Figure 1. M1 wires (run 1).
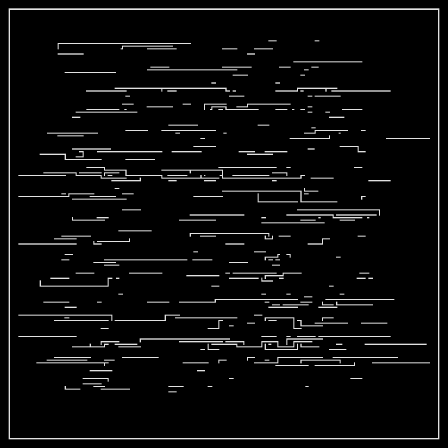
Figure 2. Signal wires on met2 (run 1).
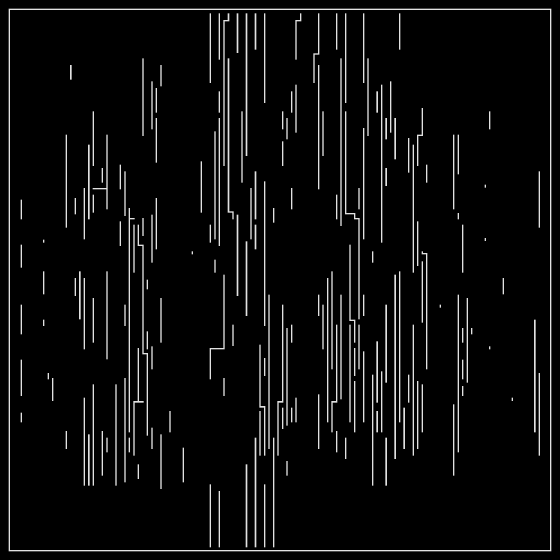
Figure 3. Signal wires on met3 (run 1).
Bar = 20 µm. Cells faint in the background.
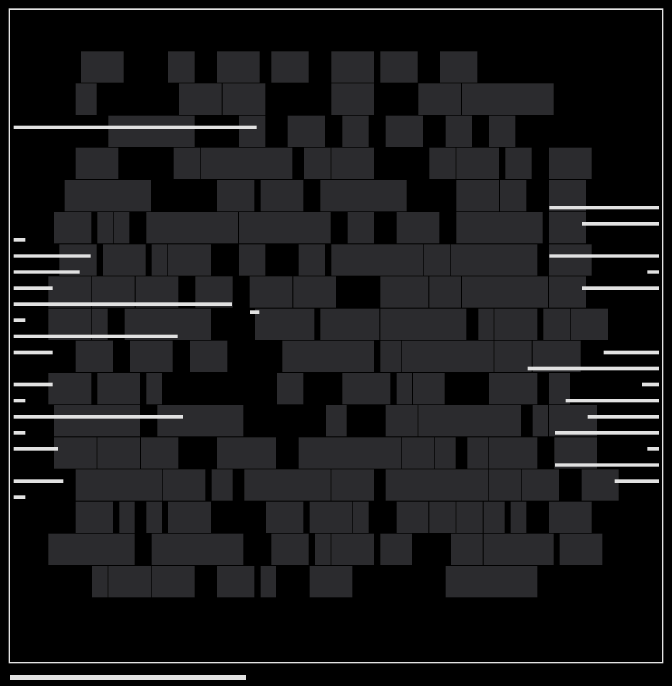
$ cat src/rtl/mem_req_ctrl.sv
// Request controller in front of a single-port synchronous memory: one access at a time,
// read data returned on a valid/ready channel. Optional write-back verify: MEM_REQ_CTRL_WB_VERIFY_EN.
module mem_req_ctrl #(
   parameter int DW     = 8,
   parameter int AW     = 2,
   parameter int RD_LAT = 1
) (
   input  logic          clk,
   input  logic          rst,
   input  logic          req_valid,
   output logic          req_ready,
   input  logic          req_we,
   input  logic [AW-1:0] req_addr,
   input  logic [DW-1:0] req_wdata,
   output logic          rsp_valid,
   input  logic          rsp_ready,
   output logic [DW-1:0] rsp_rdata,
   output logic          mem_we,
   output logic [AW-1:0] mem_a,
   output logic [DW-1:0] mem_d_i,
   input  logic [DW-1:0] mem_d_o,
   output logic          busy,
   output logic          wb_err,
   output logic [2:0]    o_dbg_state
);

   // Handshakes: a transfer happens on a posedge where valid & ready are both high.
   // The producer holds req_* stable until accepted; rsp_valid/rsp_rdata hold until rsp_ready.

   localparam int CW = (RD_LAT > 1) ? $clog2(RD_LAT) : 1;

   typedef enum logic [2:0] {
      ST_IDLE      = 3'd0,
      ST_WRITE     = 3'd1,
      ST_RD_ISSUE  = 3'd2,
      ST_RD_WAIT   = 3'd3,
`ifdef MEM_REQ_CTRL_WB_VERIFY_EN
      ST_VFY_ISSUE = 3'd5,
      ST_VFY_WAIT  = 3'd6,
`endif
      ST_RESP      = 3'd4
   } state_t;

   state_t        r_state;
   logic          r_mem_we;
   logic [AW-1:0] r_mem_a;
   logic [DW-1:0] r_mem_d_i;
   logic          r_rsp_valid;
   logic [DW-1:0] r_rsp_rdata;
   logic [CW-1:0] r_cnt;
   logic          w_idle;

`ifdef MEM_REQ_CTRL_WB_VERIFY_EN
   logic          r_wb_err;
`endif

   assign w_idle = (r_state == ST_IDLE);

   always_ff @(posedge clk) begin
      if (rst) begin
         r_state     <= ST_IDLE;
         r_mem_we    <= 1'b0;
         r_mem_a     <= '0;
         r_mem_d_i   <= '0;
         r_rsp_valid <= 1'b0;
         r_rsp_rdata <= '0;
         r_cnt       <= '0;
`ifdef MEM_REQ_CTRL_WB_VERIFY_EN
         r_wb_err    <= 1'b0;
`endif
      end else begin
         r_mem_we <= 1'b0;
         case (r_state)
            ST_IDLE: begin
               if (req_valid) begin
                  r_mem_a <= req_addr;
                  if (req_we) begin
                     r_mem_we  <= 1'b1;
                     r_mem_d_i <= req_wdata;
                     r_state   <= ST_WRITE;
                  end else begin
                     r_state <= ST_RD_ISSUE;
                  end
               end
            end
            ST_WRITE: begin
`ifdef MEM_REQ_CTRL_WB_VERIFY_EN
               r_state <= ST_VFY_ISSUE;
`else
               r_state <= ST_IDLE;
`endif
            end
            ST_RD_ISSUE: begin
               r_cnt   <= CW'(RD_LAT - 1);
               r_state <= ST_RD_WAIT;
            end
            // Capture only after RD_LAT full cycles so the memory's output has settled.
            ST_RD_WAIT: begin
               if (r_cnt == '0) begin
                  r_rsp_rdata <= mem_d_o;
                  r_rsp_valid <= 1'b1;
                  r_state     <= ST_RESP;
               end else begin
                  r_cnt <= r_cnt - CW'(1);
               end
            end
            ST_RESP: begin
               if (rsp_ready) begin
                  r_rsp_valid <= 1'b0;
                  r_state     <= ST_IDLE;
               end
            end
`ifdef MEM_REQ_CTRL_WB_VERIFY_EN
            ST_VFY_ISSUE: begin
               r_cnt   <= CW'(RD_LAT - 1);
               r_state <= ST_VFY_WAIT;
            end
            // mem_d_i still holds the written word, so it doubles as the compare reference.
            ST_VFY_WAIT: begin
               if (r_cnt == '0) begin
                  if (mem_d_o != r_mem_d_i) r_wb_err <= 1'b1;
                  r_state <= ST_IDLE;
               end else begin
                  r_cnt <= r_cnt - CW'(1);
               end
            end
`endif
            default: r_state <= ST_IDLE;
         endcase
      end
   end

   assign req_ready   = w_idle;
   assign busy        = !w_idle;
   assign rsp_valid   = r_rsp_valid;
   assign rsp_rdata   = r_rsp_rdata;
   assign mem_we      = r_mem_we;
   assign mem_a       = r_mem_a;
   assign mem_d_i     = r_mem_d_i;
   assign o_dbg_state = r_state;

`ifdef MEM_REQ_CTRL_WB_VERIFY_EN
   assign wb_err = r_wb_err;
`else
   assign wb_err = 1'b0;
`endif

endmodule

$ cat config.mk
export PLATFORM = sky130hd
export DESIGN_NAME = mem_req_ctrl
export DESIGN_NICKNAME = d
export VERILOG_FILES = /design/src/rtl/mem_req_ctrl.sv
export SDC_FILE = /design/constraint.sdc
export NUM_CORES = 1
export LEC_CHECK = 0
export ABC_AREA = 0
export ABC_CLOCK_PERIOD_IN_PS = 1300
export CAP_MARGIN = 20
export CORE_MARGIN = 3
export CORE_UTILIZATION = 40
export CTS_BUF_LIST = sky130_fd_sc_hd__clkbuf_8
export DETAILED_ROUTE_END_ITERATION = 12
export PLACE_DENSITY_LB_ADDON = 0.3
export RECOVER_POWER = 50
export SLEW_MARGIN = 20
export SYNTH_ARGS = -nofsm -noshare
export SYNTH_HDL_FRONTEND = slang
export SYNTH_SLANG_ARGS = --single-unit
$ cat constraint.sdc
create_clock -name clk -period 1.3 [get_ports clk]
set_input_delay 0.26 -clock clk [delete_from_list [all_inputs] [get_ports clk]]
set_output_delay 0.26 -clock clk [all_outputs]
set_load 0.005 [all_outputs]
==> results.py, run 1 <==
# Auto-generated metrics
metrics = {
    "outcome": {
        "status": "finished, violations left",
        "failed_checks": "negative setup slack",
    },
    "global_route": {
        "global_route.usage.total": 0.1580,
        "grt_start_max_net_pins": 32,
    },
    "layout": {
        "instances_no_fill": 175,
    },
    "die": {
        "floorplan.rows": 17,
    },
    "setup_path": {
        "slowest_delay_ns": 0.36,
        "path_cells": "buf_12, nor3_4, buf_6, buf_6",
        "critical_path_rt_ns": 1.04,
        "startpoint_type": "register",
    },
    "pwr": {
        "vdd_drop_max_mv": 0.8604,
        "total_power_mw": 1.444,
        "power-per-cell-area_nw_per_um2": 929.4,
    },
    "sta": {
        "setup_viol_count_final": 2,
        "timing.final.hold_violations": 0,
        "setup_ws_ns": -0.03037,
        "setup_total_negative_slack_ns": -0.03541,
    },
    "placement": {
        "dp.cells": 167,
    },
    "run": {
        "drv_cap": 0,
    },
    "clock_network": {
        "postCtsSetupRepairBufs": 3,
    },
}
Back to the opening pictures, Figure 1:
longest straight run: 17.0 µm
share of all routed wire: 41%
nets with wire on the layer: 146
main direction: horizontal
wire length on this layer: 883 µm
wirelength, routed: 2.139 mm
via count of the routed design: 828
global routing met1 resource utilization: 0.1806

Back to the opening pictures, Figure 2:
share of all routed wire: 50%
main direction: vertical

Back to the opening pictures, Figure 3:
main direction: horizontal
longest straight run: 20.2 µm
wire length on this layer: 179 µm
share of all routed wire: 8.4%
met3 Use GR: 0.05094

==> run 1: synthesized netlist by cell type, drive strengths merged <==
cell,instances,area [µm²]
dfxtp,23,460.4
nand3b,1,7.510
nor2,11,41.29
inv,3,11.26
a211oi,1,7.510
buf,5,38.78
nor4,2,12.51
a21oi,4,20.02
and2b,1,7.510
mux2i,18,180.2
conb,1,3.750
nand3,1,5.000
clkbuf,3,11.26
nor3,1,16.27
and3,1,11.26
nand2b,16,100.1
nor4b,1,23.77
o31ai,1,7.510
==> run 1: layout make-up <==
class | count | area share
repair buffers | 57 | 0.3462
flip-flops and latches | 23 | 0.3084
multi-input cells | 60 | 0.2858
clock buffers | 3 | 0.02657
well taps | 28 | 0.02254
inverters | 3 | 0.007246
clock inverters | 1 | 0.003221
==> run 1: placed cells by master (no fill, tap or decap) <==
cell type        synthesis  final
nor3_4                   1      1
clkbuf_8                 0      3
nand3b_1                 1      1
nor2_1                  11     11
clkinv_2                 0      1
dfxtp_4                  0      2
a211oi_1                 1      1
buf_6                    1      5
clkdlybuf4s50_1          0     22
buf_12                   0      1
conb_1                   1      1
nor4b_4                  1      1
dfxtp_2                  0      9
nand3_1                  1      1
inv_1                    3      3
and3_4                   1      1
a21oi_1                  4      4
and2b_1                  1      1
dfxtp_1                 23     12
buf_4                    3      4
clkbuf_2                 0      2
dlygate4sd2_1            0     23
nand2b_1                16     16
mux2i_1                 18     18
o31ai_1                  1      1
nor4_1                   2      2
==> run 1: worst min path at each step <==
stage	start	endpoint	slack, ns	cells past startpoint
detailed placement	mem_d_i[2]$_SDFFE_PP0P_	mem_d_i[2]$_SDFFE_PP0P_	0.46	2
finish	mem_d_i[6]$_SDFFE_PP0P_	mem_d_i[6]$_SDFFE_PP0P_	0.47	2
global placement	mem_d_i[2]$_SDFFE_PP0P_	mem_d_i[2]$_SDFFE_PP0P_	0.46	2
floorplan	mem_d_o[0]	rsp_rdata[0]$_SDFFE_PP0P_	0.40	2
CTS	mem_d_i[6]$_SDFFE_PP0P_	mem_d_i[6]$_SDFFE_PP0P_	0.48	2
global route	mem_d_i[2]$_SDFFE_PP0P_	mem_d_i[2]$_SDFFE_PP0P_	0.49	2
==> run 1: sequential cells by signal (all words and copies together), names as in the netlist <==
name,count
o_dbg_state,3
mem_a,2
rsp_rdata,8
mem_d_i,8
rsp_valid,1
mem_we,1
==> run 1: logic make-up after synthesis <==
kind of cell    count (synthesis)  share of synthesized area
buf+inv                        11                    0.06346
flops                          23                     0.4767
mux                            18                     0.1865
compound gates                  6                    0.03628
simple gates                   35                     0.2332
other cells                     1                   0.003882
==> run 1: tightest hold or removal path, stage by stage (launching register included) <==
cell and delay (ns):
dfxtp_1 0.32, nand2b_1 0.06, mux2i_1 0.05
==> run 1: report_power, final <==
group          internal [mW]  leakage [nW]  switching [mW]
clock network          0.213        0.0255           0.213
registers              0.733         0.193          0.0173
logic                  0.173         0.555          0.0945
total                   1.12         0.773           0.325
==> run 1: routing by layer <==
metal,up-vias,GRT usage,share of wire
met5,-,0,0
met1,380,0.1806,0.41
met2,30,0.2736,0.50
met4,0,0.05668,0.0070
li1,416,-,-
met3,2,0.05094,0.084
==> run 2, diff against run 1 <==
- MAX_ROUTING_LAYER: not set -> met4
- RECOVER_POWER: 50 -> 100
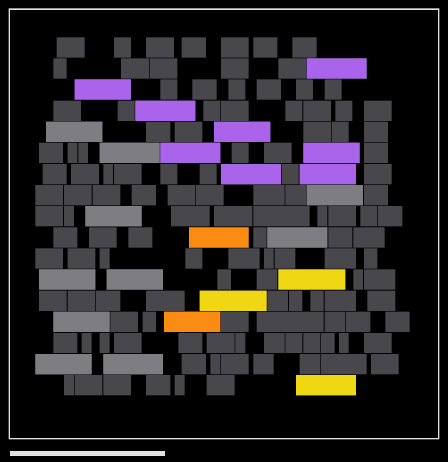
Figure 4: run 2, sequential cells coloured by netlist name.
Bar = 20 µm.
legend:
  purple:
    signal: mem_d_i
    placed_flops: 8
  yellow:
    signal: o_dbg_state
    placed_flops: 3
  orange:
    signal: mem_a
    placed_flops: 2
not coloured: 10

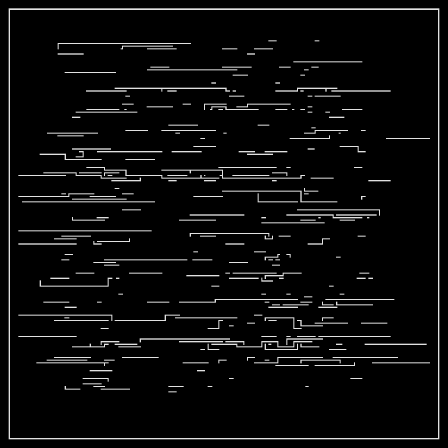
Figure 5: run 2, M1 wires.
nets with wire on the layer: 147
share of all routed wire: 43%
main direction: horizontal

==> run 2 against run 1 <==
  * The run still ends with negative setup slack left
  * Core utilization is the same
  * Die size is the same
  * Clock skew is essentially flat
  * Cell area is the same
  * Global-route usage grew 0.44 points
  * First-iteration DRC count is the same
  * Sequential share of layout area is the same
  * Critical path depth is the same
  * Register-to-register slack is essentially flat
  * Worst setup slack is essentially flat
  * Maximum frequency is essentially flat
==> results.py, run 2 <==
# Auto-generated metrics
metrics = {
    "global_route": {
        "global_route.usage.total": 0.1623,
    },
    "detailed_routing": {
        "detail_route.wirelength_mm": 2.139,
        "vias": 828,
    },
    "pwr": {
        "cell_internal_pwr_mw": 1.119,
        "power-per-cell-area_nw_per_um2": 929.4,
        "switching_fraction": 0.2252,
        "vdd_drop_max_mv": 0.8604,
    },
    "sta": {
        "setup_ws_ns": -0.03035,
        "setup_viol_count_final": 2,
    },
    "logic_synthesis": {
        "dominant_register_cell": "dfxtp_1",
        "synth.top_cell.area_share": 0.4767,
        "largest_area_contributor_in_the_synthesized_netlist": "dfxtp_1",
        "most_common_cell": "dfxtp_1",
        "async_reset_ff_frac": 0,
        "edf_count": 0,
    },
    "layout": {
        "layout_top_cell_excl_fill_tap": "dlygate4sd2_1",
        "instances_no_fill": 175,
        "layout_top_cells_excl_fill_tap": "dlygate4sd2_1 (23), clkdlybuf4s50_1 (22), mux2i_1 (18)",
    },
    "setup_path": {
        "critical_path_rt_ns": 1.04,
    },
    "outcome": {
        "status": "finished, violations left",
        "failed_checks": "negative setup slack",
    },
    "placement": {
        "dp.cells": 167,
    },
}
run 2: cell counts after synthesis:
Identical to the previous run, type by type.
run 2: cell type report:
cell class,instances,area [µm²]
inverters,3,11.26
multi-input cells,60,444.2
clock buffers,3,41.29
repair buffers,57,538.0
fillers,208,700.7
clock inverters,1,5.005
well taps,28,35.03
flip-flops and latches,23,479.2
run 2: per-stage QoR:
step,util,instance area (µm²),setup slack (ns),power [mW]
final,0.6892,1554,-0.03035,1.444
after global routing,0.6892,1554,-0.07376,1.519
after CTS,0.6820,1538,-0.009858,1.459
after detailed placement,0.6559,1479,-0.1602,1.042
after global placement,0.6559,1479,-0.1219,1.035
after floorplan,-,965.9,0.07704,0.8811
run 2: worst max-delay path: stages (launching register included):
cell and delay (ns):
dfxtp_4 0.36, buf_12 0.12, nor3_4 0.14, buf_6 0.12, buf_6 0.08
run 2: path summary, 6_finish.rpt:
| path | depth (start not counted) | endpoint | from |
|---|---|---|---|
| max | 4 | req_ready | o_dbg_state[2]$_SDFFE_PP0P_ |
| min | 2 | mem_d_i[6]$_SDFFE_PP0P_ | mem_d_i[6]$_SDFFE_PP0P_ |
| max reg2reg | 5 | mem_d_i[4]$_SDFFE_PP0P_ | o_dbg_state[2]$_SDFFE_PP0P_ |
| min reg2reg | 2 | mem_d_i[6]$_SDFFE_PP0P_ | mem_d_i[6]$_SDFFE_PP0P_ |
run 2: power groups by stage:
stage | combinational, mW | clock [mW] | sequential, mW
final | 0.267 | 0.426 | 0.750
after global routing | 0.294 | 0.470 | 0.754
after CTS | 0.264 | 0.444 | 0.752
after detailed placement | 0.273 | 0 | 0.769
after global placement | 0.268 | 0 | 0.767
after floorplan | 0.115 | 0 | 0.767
run 2: metal layers:
layer / routed length, µm / track usage
met2: 1061 / 0.2736
met5: 0 / -
met4: 15 / 0.05668
met3: 149 / 0.04021
met1: 912 / 0.1872
run 2: cell families (layout without fill, tap and decap cells):
family          Yosys count  count (layout)  share of synthesized area
other cells               1               1                   0.003882
mux                      18              18                     0.1865
buf+inv                  11              64                    0.06346
compound gates            6               6                    0.03628
simple gates             35              35                     0.2332
flops                    23              23                     0.4767
run 2: repair_timing:
action / in CTS / in global routing
pin swaps: 2 / 3
endpoints found under the setup margin: 25 / 13
gates resized: 43 / 5
cloned: 0 / 0
buffers inserted: 3 / 2
Power is estimated from default activity; no workload was simulated.
